<file path="config.mk">
export PLATFORM = sky130hd
export DESIGN_NAME = score_tracker_flat
export DESIGN_NICKNAME = d
export VERILOG_FILES = /design/src/rtl/score_tracker_pkg.sv /design/src/rtl/score_tracker_if.sv /design/src/rtl/score_tracker_seg7.sv /design/src/rtl/score_tracker.sv /design/src/flat_wrapper.sv
export SDC_FILE = /design/constraint.sdc
export NUM_CORES = 1
export LEC_CHECK = 0
export CORE_MARGIN = 2
export CORE_UTILIZATION = 52
export DETAILED_ROUTE_END_ITERATION = 10
export GPL_TIMING_DRIVEN = 1
export HOLD_SLACK_MARGIN = 0.12
export PLACE_DENSITY = 0.83
export SLEW_MARGIN = 5
export SYNTH_ARGS = -nofsm -noshare
export SYNTH_HDL_FRONTEND = slang
export SYNTH_SLANG_ARGS = --single-unit
export TNS_END_PERCENT = 100
</file>
<file path="constraint.sdc">
create_clock -name clk -period 2 [get_ports clk]
set_clock_uncertainty 0.2 [all_clocks]
set_input_delay 0.5 -clock clk [delete_from_list [all_inputs] [get_ports clk]]
set_output_delay 0.5 -clock clk [all_outputs]
set_load 0.02 [all_outputs]
</file>
<file path="src/rtl/score_tracker_pkg.sv">
// Shared constants for score_tracker: FSM state codes, winner codes and the
// active-low {g..a} seven-segment lookup used by score_seg7.
package score_pkg;

    typedef logic [1:0] state_t;

    localparam state_t ST_PLAY      = 2'd0;
    localparam state_t ST_GOAL_HOLD = 2'd1;
    localparam state_t ST_REARM     = 2'd2;
    localparam state_t ST_GAME_OVER = 2'd3;

    localparam logic [1:0] WINNER_NONE = 2'b00;
    localparam logic [1:0] WINNER_T1   = 2'b01;
    localparam logic [1:0] WINNER_T2   = 2'b10;

    // Entry [d] is the active-low pattern for hex digit d; listed F down to 0.
    localparam logic [15:0][6:0] SEG_DIGIT = {
        7'b0001110, 7'b0000110, 7'b0100001, 7'b1000110,
        7'b0000011, 7'b0001000, 7'b0010000, 7'b0000000,
        7'b1111000, 7'b0000010, 7'b0010010, 7'b0011001,
        7'b0110000, 7'b0100100, 7'b1111001, 7'b1000000
    };

    localparam logic [6:0] SEG_RESET = 7'b1000000;

endpackage

</file>
<file path="src/rtl/score_tracker_if.sv">
// Score/HUD signal bundle between ball controller, score_tracker and display.
// Segment outputs exist only when SCORE_TRACKER_SEVEN_SEG_EN is defined.
interface score_tracker_if #(
    parameter int SCORE_WIDTH = 4
);
    logic                   score_to_team1;
    logic                   score_to_team2;
    logic                   restart_n;
    logic [SCORE_WIDTH-1:0] team1_score;
    logic [SCORE_WIDTH-1:0] team2_score;
    logic                   goal_flash;
    logic                   ball_respawn;
    logic                   game_over;
    logic [1:0]             winner;
`ifdef SCORE_TRACKER_SEVEN_SEG_EN
    logic [6:0]             team1_seg;
    logic [6:0]             team2_seg;

    modport master (
        output score_to_team1, score_to_team2, restart_n,
        input  team1_score, team2_score, goal_flash, ball_respawn,
               game_over, winner, team1_seg, team2_seg
    );

    modport slave (
        input  score_to_team1, score_to_team2, restart_n,
        output team1_score, team2_score, goal_flash, ball_respawn,
               game_over, winner, team1_seg, team2_seg
    );
`else
    modport master (
        output score_to_team1, score_to_team2, restart_n,
        input  team1_score, team2_score, goal_flash, ball_respawn,
               game_over, winner
    );

    modport slave (
        input  score_to_team1, score_to_team2, restart_n,
        output team1_score, team2_score, goal_flash, ball_respawn,
               game_over, winner
    );
`endif
endinterface

</file>
<file path="src/rtl/score_tracker_seg7.sv">
// Registered 4-bit hex to active-low seven-segment decoder ({g..a}).
module score_seg7
    import score_pkg::*;
(
    input  logic       clk,
    input  logic       rst_n,
    input  logic [3:0] value,
    output logic [6:0] seg
);

    always_ff @(posedge clk) begin
        if (!rst_n) begin
            seg <= SEG_RESET;
        end else begin
            seg <= SEG_DIGIT[value];
        end
    end

endmodule

</file>
<file path="src/rtl/score_tracker.sv">
// Per-team goal counter with goal-hold / respawn / rearm sequencing and winner
// detection. Optional seven-segment outputs under SCORE_TRACKER_SEVEN_SEG_EN.
module score_tracker
    import score_pkg::*;
#(
    parameter int WIN_SCORE        = 7,
    parameter int SCORE_WIDTH      = 4,
    parameter int GOAL_HOLD_CYCLES = 50000000
) (
    input  logic            clk,
    input  logic            rst_n,
    score_tracker_if.slave  bus
);

    localparam int TIMER_W = $clog2(GOAL_HOLD_CYCLES + 1);
    localparam logic [TIMER_W-1:0]     HOLD_INIT = TIMER_W'(GOAL_HOLD_CYCLES - 1);
    localparam logic [SCORE_WIDTH-1:0] WIN_VAL   = SCORE_WIDTH'(WIN_SCORE);

    generate
        if (WIN_SCORE < 1 || WIN_SCORE >= 2 ** SCORE_WIDTH) begin : g_bad_win
            $error("score_tracker: WIN_SCORE must be in 1 .. 2**SCORE_WIDTH-1");
        end
        if (GOAL_HOLD_CYCLES < 1) begin : g_bad_hold
            $error("score_tracker: GOAL_HOLD_CYCLES must be >= 1");
        end
    endgenerate

    state_t                   state;
    logic [TIMER_W-1:0]       timer;
    logic                     prev_t1, prev_t2;
    logic [SCORE_WIDTH-1:0]   t1_score, t2_score;
    logic                     respawn;
    logic [1:0]               win;

    logic                     rise1, rise2;
    logic [SCORE_WIDTH-1:0]   t1_inc, t2_inc;
    logic                     goal_wins;

    always_comb begin
        rise1     = bus.score_to_team1 & ~prev_t1;
        rise2     = bus.score_to_team2 & ~prev_t2;
        t1_inc    = t1_score + SCORE_WIDTH'(1);
        t2_inc    = t2_score + SCORE_WIDTH'(1);
        goal_wins = rise1 ? (t1_inc == WIN_VAL) : (t2_inc == WIN_VAL);
    end

    always_ff @(posedge clk) begin
        if (!rst_n) begin
            state    <= ST_PLAY;
            timer    <= '0;
            prev_t1  <= 1'b0;
            prev_t2  <= 1'b0;
            t1_score <= '0;
            t2_score <= '0;
            respawn  <= 1'b0;
            win      <= WINNER_NONE;
        end else begin
            // Edge registers track in every state so a held flag never re-counts.
            prev_t1 <= bus.score_to_team1;
            prev_t2 <= bus.score_to_team2;
            respawn <= 1'b0;
            case (state)
                ST_PLAY: begin
                    if (rise1 ^ rise2) begin
                        if (rise1) begin
                            t1_score <= t1_inc;
                        end else begin
                            t2_score <= t2_inc;
                        end
                        if (goal_wins) begin
                            state <= ST_GAME_OVER;
                            win   <= rise1 ? WINNER_T1 : WINNER_T2;
                        end else begin
                            state <= ST_GOAL_HOLD;
                            timer <= HOLD_INIT;
                        end
                    end
                end
                ST_GOAL_HOLD: begin
                    if (timer == '0) begin
                        state   <= ST_REARM;
                        respawn <= 1'b1;
                    end else begin
                        timer <= timer - TIMER_W'(1);
                    end
                end
                ST_REARM: begin
                    if (!bus.score_to_team1 && !bus.score_to_team2) begin
                        state <= ST_PLAY;
                    end
                end
                ST_GAME_OVER: begin
                    if (!bus.restart_n) begin
                        t1_score <= '0;
                        t2_score <= '0;
                        win      <= WINNER_NONE;
                        respawn  <= 1'b1;
                        state    <= ST_REARM;
                    end
                end
                default: state <= ST_PLAY;
            endcase
        end
    end

    assign bus.team1_score  = t1_score;
    assign bus.team2_score  = t2_score;
    assign bus.goal_flash   = (state == ST_GOAL_HOLD);
    assign bus.ball_respawn = respawn;
    assign bus.game_over    = (state == ST_GAME_OVER);
    assign bus.winner       = win;

`ifdef SCORE_TRACKER_SEVEN_SEG_EN
    score_seg7 u_seg_t1 (
        .clk   (clk),
        .rst_n (rst_n),
        .value (4'(t1_score)),
        .seg   (bus.team1_seg)
    );

    score_seg7 u_seg_t2 (
        .clk   (clk),
        .rst_n (rst_n),
        .value (4'(t2_score)),
        .seg   (bus.team2_seg)
    );
`else
`endif

endmodule

</file>
<file path="src/flat_wrapper.sv">
// flat-port wrapper written by rule: the top's interface ports become plain ports
module score_tracker_flat import score_pkg::*;
#(
    parameter int WIN_SCORE        = 7,
    parameter int SCORE_WIDTH      = 4,
    parameter int GOAL_HOLD_CYCLES = 50000000
)
  (clk, rst_n, bus_score_to_team1, bus_score_to_team2, bus_restart_n, bus_team1_score, bus_team2_score, bus_goal_flash, bus_ball_respawn, bus_game_over, bus_winner);
  score_tracker_if #(.SCORE_WIDTH(SCORE_WIDTH)) bus_i ();
  input  logic clk;
  input  logic rst_n;
  input wire logic [$bits(bus_i.score_to_team1)-1:0] bus_score_to_team1;
  input wire logic [$bits(bus_i.score_to_team2)-1:0] bus_score_to_team2;
  input wire logic [$bits(bus_i.restart_n)-1:0] bus_restart_n;
  output wire logic [$bits(bus_i.team1_score)-1:0] bus_team1_score;
  output wire logic [$bits(bus_i.team2_score)-1:0] bus_team2_score;
  output wire logic [$bits(bus_i.goal_flash)-1:0] bus_goal_flash;
  output wire logic [$bits(bus_i.ball_respawn)-1:0] bus_ball_respawn;
  output wire logic [$bits(bus_i.game_over)-1:0] bus_game_over;
  output wire logic [$bits(bus_i.winner)-1:0] bus_winner;
  assign bus_i.score_to_team1 = bus_score_to_team1;
  assign bus_i.score_to_team2 = bus_score_to_team2;
  assign bus_i.restart_n = bus_restart_n;
  assign bus_team1_score = bus_i.team1_score;
  assign bus_team2_score = bus_i.team2_score;
  assign bus_goal_flash = bus_i.goal_flash;
  assign bus_ball_respawn = bus_i.ball_respawn;
  assign bus_game_over = bus_i.game_over;
  assign bus_winner = bus_i.winner;
  score_tracker #(.WIN_SCORE(WIN_SCORE), .SCORE_WIDTH(SCORE_WIDTH), .GOAL_HOLD_CYCLES(GOAL_HOLD_CYCLES)) u_core (.clk(clk), .rst_n(rst_n), .bus(bus_i));
endmodule
</file>
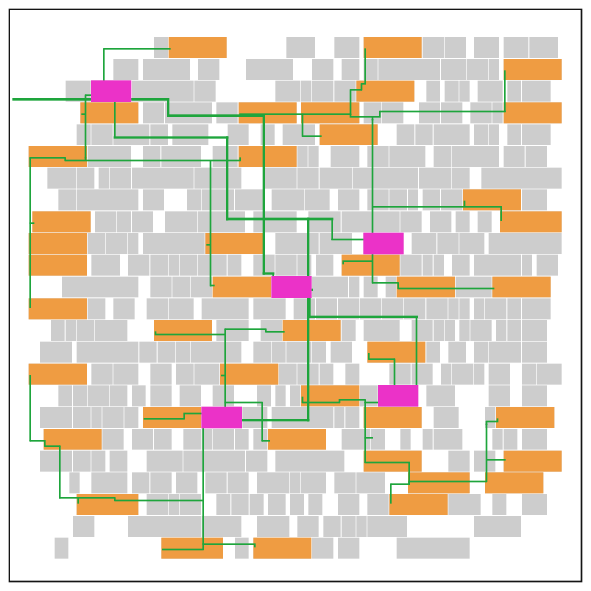
Fig. 1. Clock network drawn from the DEF.
(8 px per um)
legend:
  orange:
    item: flip-flops
    count: 41
  green:
    item: clock wires
    length: 571 um
  magenta:
    item: clock drivers
    count: 5
routed clock nets: 6
flops lie: all over the die
clock network power share: 16.4%
Clk power: 0.622 mW
clk latency late pin: 310 ps

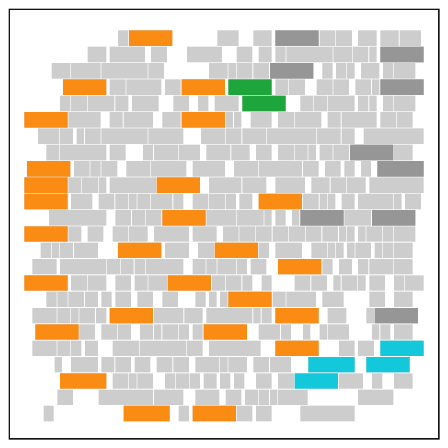
Fig. 2. Sequential cells colored by netlist name.
(6 px per um) Other sequential cells in the stronger gray, the rest of the logic in the fainter gray.
legend:
  green:
    name_in_the_netlist: u_core.state
    flops: 2
  orange:
    name_in_the_netlist: u_core.timer
    flops: 26
  cyan:
    name_in_the_netlist: u_core.bus.team2_score
    flops: 4
    where: south-east
sequential cell area share: 23.5%
Power Sequential: 1.17 mW

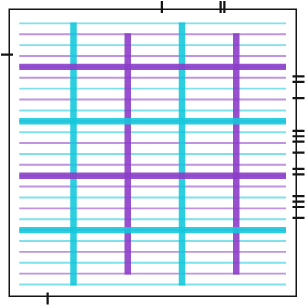
Fig. 3. Supply network.
(4 px per um) Pins as bars on the die edge.
legend:
  cyan:
    net: VSS
  purple:
    net: VDD
rows: 24
met5 straps: 4
met1 rails: 25
signal pins: 18
met4 straps: 4
chip width: 71.3 um
die height: 71.3 um
CORE AREA: 4350 sq um
Worst VDD drop: 717 uV

[cells in the mapped netlist, drive strengths merged, types with 3 or more instances]
| library cell | instances |
|---|---|
| a31oi | 5 |
| o21a | 7 |
| nor3 | 7 |
| o41ai | 4 |
| nor2 | 26 |
| buf | 6 |
| a211oi | 5 |
| and2 | 5 |
| dfxtp | 41 |
| nor4 | 9 |
| nand3 | 16 |
| o2111a | 4 |
| a21oi | 17 |
| nand2b | 4 |
| clkbuf | 7 |
| nand4 | 9 |
| nand3b | 3 |
| nand2 | 12 |
| o211a | 3 |
| ha | 3 |
| o311ai | 6 |
| o211ai | 4 |
| o21ai | 9 |
| and4 | 3 |
| or3 | 10 |
| inv | 8 |
==> flow_summary.toml <==
# implementation run metrics
[grt]
grt_overflow = 0
use_met2_pct = 50.4

[clocking]
postCtsSetupRepairBufs = 7
cts_resized = 34
h-tree-depth = 2

[timing]
setup_violations = 12
worst_slack_ps = -133
post-route-min-period_ps = 2130
hold_viol = 0
period_used_pct = 107

[setup_path]
r2r-start = "u_core.timer[14]$_SDFFE_PN0P_"
reg2reg_slack_ps = -130
rr_worst_depth = 5
cp.required_ps = 2000
path_buffers = 0

[synth]
fa_ha_area_share_pct = 1.59
synth_flops = 41
yosys_warnings = 0
ys_types = 61
synth_top_area_share_pct = 34.8

[route]
vias = 2632
wl_met3_um = 543
post_drt_wl_per_cell_um = 19.7

[floorplanning]
row_count = 24
pin_count = 18
initCoreUtil_pct = 54.2

[layout]
nFillCells = 272
final_cell_mix = "buf_4 (66), dfxtp_1 (37), nor2_1 (22), a21oi_1 (15), nand3_1 (14)"
final_core_util_pct = 80.7
top_register = "u_core.timer"
largest_reg_flops = 26
fin_nets = 360

[outcome]
failed_checks = "negative setup slack"
status = "finished with violations"

[power]
power.density_nw_per_um2 = 1080
p_total_mw = 3.80
p_comb_share_pct = 52.9

[placed_design]
pre_cts_ws_ps = -529
Power is estimated from default activity; no workload was simulated.
